==> config.mk <==
export PLATFORM = sky130hd
export DESIGN_NAME = bin_to_bcd_seq
export DESIGN_NICKNAME = d
export VERILOG_FILES = /design/src/rtl/bin_to_bcd_seq.sv
export SDC_FILE = /design/constraint.sdc
export NUM_CORES = 1
export LEC_CHECK = 0
export CELL_PAD_IN_SITES_DETAIL_PLACEMENT = 1
export CELL_PAD_IN_SITES_GLOBAL_PLACEMENT = 2
export CORE_ASPECT_RATIO = 1.5
export CORE_MARGIN = 3
export CORE_UTILIZATION = 35
export DETAILED_ROUTE_END_ITERATION = 8
export HOLD_SLACK_MARGIN = 0.02
export PLACE_DENSITY = 0.95
export SYNTH_ARGS = -nofsm -noshare
export SYNTH_HDL_FRONTEND = slang
export SYNTH_SLANG_ARGS = --single-unit
==> constraint.sdc <==
create_clock -name clk -period 2.2 [get_ports clk]
set_input_delay 0.55 -clock clk [delete_from_list [all_inputs] [get_ports clk]]
set_output_delay 0.55 -clock clk [all_outputs]
set_load 0.005 [all_outputs]
==> src/rtl/bin_to_bcd_seq.sv <==
// ---------------------------------------------------------------------------
// bin_to_bcd_seq
//
// Iterative binary to packed-BCD converter that uses shift-and-add-3
// (double dabble) and does one shift per clock. It sits between the
// calculator's binary arithmetic result and the 7-segment digit drivers.
//
// Ports:
//   clk      - system clock, rising edge
//   reset_n  - synchronous reset, active low
//   start    - request a conversion of bin; sampled only while idle
//   bin      - unsigned binary operand (W bits), captured when start is accepted
//   bcd      - packed BCD result (D digits); digit k is bcd[4k+3:4k], digit 0 = ones
//   busy     - high while a conversion is in progress (exactly W cycles)
//   done     - one-cycle pulse when bcd has just been updated
//
// Timing: start is accepted at edge 0, shifts happen at edges 1..W, and
// done/bcd are valid in the cycle after edge W. bcd keeps the previous
// result until a conversion completes, and is cleared only by reset.
// ---------------------------------------------------------------------------
module bin_to_bcd_seq #(
   parameter int unsigned W = 16,
   parameter int unsigned D = 5
) (
   input  logic             clk,
   input  logic             reset_n,
   input  logic             start,
   input  logic [W-1:0]     bin,
   output logic [4*D-1:0]   bcd,
   output logic             busy,
   output logic             done
);

   localparam int unsigned BW = 4 * D;
   localparam int unsigned CW = (W > 1) ? $clog2(W) : 1;
   localparam logic [CW-1:0] LAST = CW'(W - 1);

   // True when D decimal digits can hold the largest W-bit value (10^D > 2^W - 1).
   // The power of ten saturates so that very large D cannot overflow the check.
   function automatic bit digits_fit(input int unsigned w, input int unsigned d);
      longint unsigned pow10;
      longint unsigned maxv;
      bit              sat;
      pow10 = 64'd1;
      sat   = 1'b0;
      for (int unsigned i = 0; i < d; i++) begin
         if (pow10 > 64'd1844674407370955161) sat = 1'b1;
         else                                  pow10 = pow10 * 64'd10;
      end
      maxv = (w >= 64) ? {64{1'b1}} : ((64'd1 << w) - 64'd1);
      return sat || (pow10 > maxv);
   endfunction

   // Reject parameter sets that cannot represent every input value.
   if (W == 0 || !digits_fit(W, D)) begin : g_param_check
      $error("bin_to_bcd_seq: need W >= 1 and 10**D > 2**W - 1 (W=%0d, D=%0d)", W, D);
   end

   typedef enum logic [0:0] {
      IDLE  = 1'b0,
      SHIFT = 1'b1
   } state_t;

   state_t          state;
   logic [BW-1:0]   work_bcd;
   logic [W-1:0]    work_bin;
   logic [CW-1:0]   cnt;

   logic [BW-1:0]   adj_bcd;
   logic [BW-1:0]   shl_bcd;
   logic [W-1:0]    shl_bin;

   // Add 3 to every digit >= 5 so that the following shift carries into the next digit.
   always_comb begin
      adj_bcd = work_bcd;
      for (int unsigned k = 0; k < D; k++) begin
         if (work_bcd[4*k +: 4] >= 4'd5) begin
            adj_bcd[4*k +: 4] = work_bcd[4*k +: 4] + 4'd3;
         end
      end
   end

   // One left shift of {bcd, bin}: the binary MSB enters the ones-digit LSB.
   always_comb begin
      shl_bcd = {adj_bcd[BW-2:0], work_bin[W-1]};
      shl_bin = work_bin << 1;
   end

   // Control FSM and datapath registers.
   always_ff @(posedge clk) begin
      if (!reset_n) begin
         state    <= IDLE;
         work_bcd <= '0;
         work_bin <= '0;
         cnt      <= '0;
         bcd      <= '0;
         busy     <= 1'b0;
         done     <= 1'b0;
      end else begin
         done <= 1'b0;
         case (state)
            IDLE: begin
               if (start) begin
                  work_bin <= bin;
                  work_bcd <= '0;
                  cnt      <= '0;
                  busy     <= 1'b1;
                  state    <= SHIFT;
               end
            end
            SHIFT: begin
               work_bcd <= shl_bcd;
               work_bin <= shl_bin;
               cnt      <= cnt + CW'(1);
               // The W-th shift completes the conversion and publishes the result.
               if (cnt == LAST) begin
                  bcd   <= shl_bcd;
                  done  <= 1'b1;
                  busy  <= 1'b0;
                  state <= IDLE;
               end
            end
            default: begin
               state <= IDLE;
               busy  <= 1'b0;
            end
         endcase
      end
   end

endmodule
### Met3 routing

Cells faint in the background.
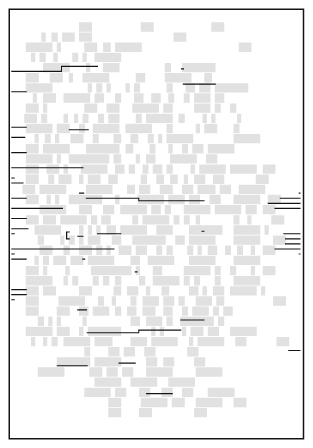
share of all routed wire: 4.3%
longest straight run: 27.4 µm
nets with wire on the layer: 36

### Layout detail

Region (19, 37) to (59, 77) µm. Cells in gray, sequential cells in the stronger gray; small squares are vias.
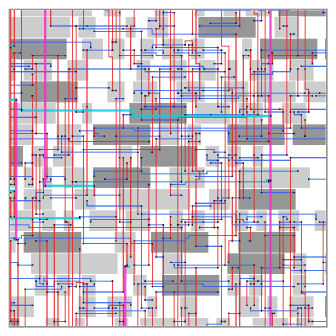
[red] M2
[magenta] M4
[blue] M1
[cyan] M3
sequential cells in the window: 16
most frequent: dfxtp_1 (16), o21ai_0 (9), a21oi_1 (8)
cells with their middle in the window: 99
netlist names of flops here include: work_bcd (10), bcd (4)

==> flow_summary.yaml <==
# physical design summary
status:
  outcome: "finished, final reports clean"
power_and_ir_drop:
  p_leak_nw: 1.39
floorplanning:
  die-height_um: 115
  coreArea_mm2: 0.00766
  num_rows: 39
  initial_utilization_pct: 36.0
cells_and_area:
  fin_area_mm2: 0.00360
  ff_latch_area_mm2: 0.00126
  diodes: 0
  fill_cells: 887
  layout.nets: 374
  postLayoutCoreUtil_pct: 47.0
  mi_logic_area_mm2: 0.00135
  drive_gt1_share_pct: 8.60
  area_growth_pct: 30.6
timing:
  hold-worst-slack_ns: 0.450
  layout_setup_ws_ns: 0.456
  fin_worst_skew_ns: 0.00600
  slew_headroom_pct: 71.7
  tightestPinTransition_ns: 0.425
  fmax_mhz: 574
  hold_violations: 0
  tns_ns: 0
  rsz0062_at_grt: "no"
synthesis:
  yosysWarnings: 0
  ys_types: 31
  synth.top_cells.by_area: "dfxtp_1 46%, mux2i_1 8.0%, a22o_1 6.7%, a21oi_1 6.4%, ha_1 5.0%"
  ys_cells: 300
  avgSynthCellArea_um2: 9.19
  ys_seq_elements: 63
  yosys-stat-area_mm2: 0.00276
hold_path:
  worstHoldStart: "bcd[12]"
placed_design:
  dp_cells: 435
  hpwl_um: 4600
  place_congestion: 0.718
  dpl-instance-area_mm2: 0.00328
  numPortBuffers: 40
clock_tree:
  cts_root_buf: "clkbuf_16"
  postCtsSetupBuffers: 0
  hold_buffers: 0
  h-tree-depth: 3
  ctsResizeCount: 0
  cts_tree: "done"
  cts_num_sinks: 63
  clk_path_buf_depth: 2
critical_path:
  reg2regPathDepth: 5
  critPathKind: "in2reg"
  r2r_end: "bcd[2]"
  endpoint_kind: "register"
  cp.required_ns: 2.42
  crit_path_max_fanout: 12
  critPathLaunchType: "input port"
  cp.arrival_ns: 1.96
drt:
  dr.first_iter.drc_count: 110
  vias: 2280
  wl_per_cell_um: 14.8
  drc: 0
global_route:
  grt_pass1_wl_um: 11100
  overflow: 0
  antenna_found_initial: 0
  grt_pass1_vias: 2388
flow_run:
  log.warning_count: 31
### Signal metal coverage by tile

Bar = 20 µm. The die is cut into 16 by 23 equal tiles; white is low, dark blue is high, scaled to the fullest tile. Values are wire area over tile area, all layers added.
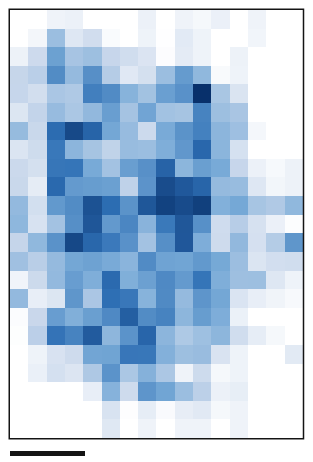
nearly empty tiles: 21%
mean over tiles: 0.12
densest ninth of the die: middle
tiles over half the peak: 27%

### The clock network

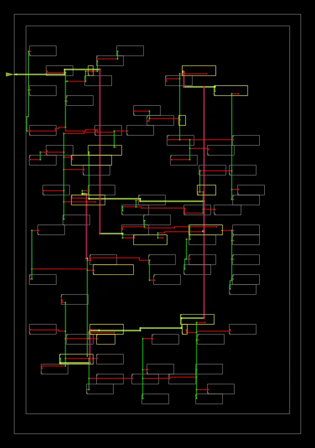
clk latency late pin: 0.33 ns
TritonCTS Buffers: 9
clk pwr: 1.55 mW

final cells by class:
type / count / share of cell area (%)
clock inverter: 3 / 1.81
tap: 102 / 3.54
inverter: 13 / 1.49
timing repair buffer: 49 / 13.3
multi-input combinational: 208 / 37.6
sequential: 63 / 35.0
clock buffer: 13 / 7.23
synth_stat cells, drive strengths merged:
library cell and instances:
nand2b 5, or2 1, o21a 1, inv 12, buf 11, mux2i 22, nand2 14, xor2 1
nor3b 15, clkinv 1, nor2b 3, a21oi 39, a22o 21, nor3 3, and2 2, ha 11
clkbuf 5, xnor2 5, nand4 1, a211oi 1, nand3 6, nor2 34, o21ai 23, dfxtp 63
state kept, by name, indices dropped and copies added (netlist names):
name / flops
busy: 1
work_bcd: 20
state: 1
cnt: 4
work_bin: 16
done: 1
bcd: 20
kinds of logic (layout without fill, tap and decap cells):
kind of cell	Yosys count	after routing	share of synthesized area, %
and+or+nand+nor	84	84	15.2
xor gates and xnor gates	6	6	1.91
DFF	63	63	45.7
AOI/OAI and AO/OA	85	85	19.0
muxes	22	22	7.99
buffers and inverters	29	78	5.22
adders and majority gates	11	11	4.99
layer usage:
| metal | track usage, % | wire [µm] |
|---|---|---|
| met1 | 16.2 | 2760 |
| met2 | 29.5 | 3450 |
| met3 | 4.02 | 284 |
| met4 | 9.22 | 163 |
| met5 | 0 | 0 |
worst max path at each step:
stage	startpoint	endpoint	slack, ns	depth (start not counted)
2_1_floorplan	reset_n	bcd[0]	0.87	6
3_3_place_gp	reset_n	bcd[17]	0.20	5
3_5_place_dp	reset_n	bcd[10]	0.11	5
4_1_cts	reset_n	bcd[2]	0.43	5
5_1_grt	reset_n	bcd[9]	0.36	5
6_report	reset_n	bcd[2]	0.46	5
worst max-delay path: stages:
cell             delay (ns)
clkdlybuf4s50_1        0.49
inv_2                  0.12
or2_1                  0.37
clkinv_4               0.21
a22o_1                 0.22
report_power, final:
| group | internal (mW) | switching, mW | leakage [nW] | total (mW) |
|---|---|---|---|---|
| sequential | 1.17 | 0.0180 | 0.511 | 1.18 |
| combinational | 0.0849 | 0.0900 | 0.718 | 0.175 |
| clock | 1.05 | 0.503 | 0.160 | 1.55 |
| total | 2.30 | 0.611 | 1.39 | 2.91 |
cells in the final DEF, fill, tap and decap left out, drive strengths merged:
cell type	count
clkbuf	13
or2	1
xnor2	5
clkinv	2
dfxtp	63
nor3	3
bufinv	2
nand2b	5
buf	9
xor2	1
o21a	1
inv	12
nor3b	15
nor2	34
clkdlybuf4s50	40
a211oi	1
nand2	14
a22o	21
nand4	1
ha	11
and2	2
nor2b	3
nand3	6
o21ai	23
a21oi	39
mux2i	22
Power is estimated from default activity; no workload was simulated.
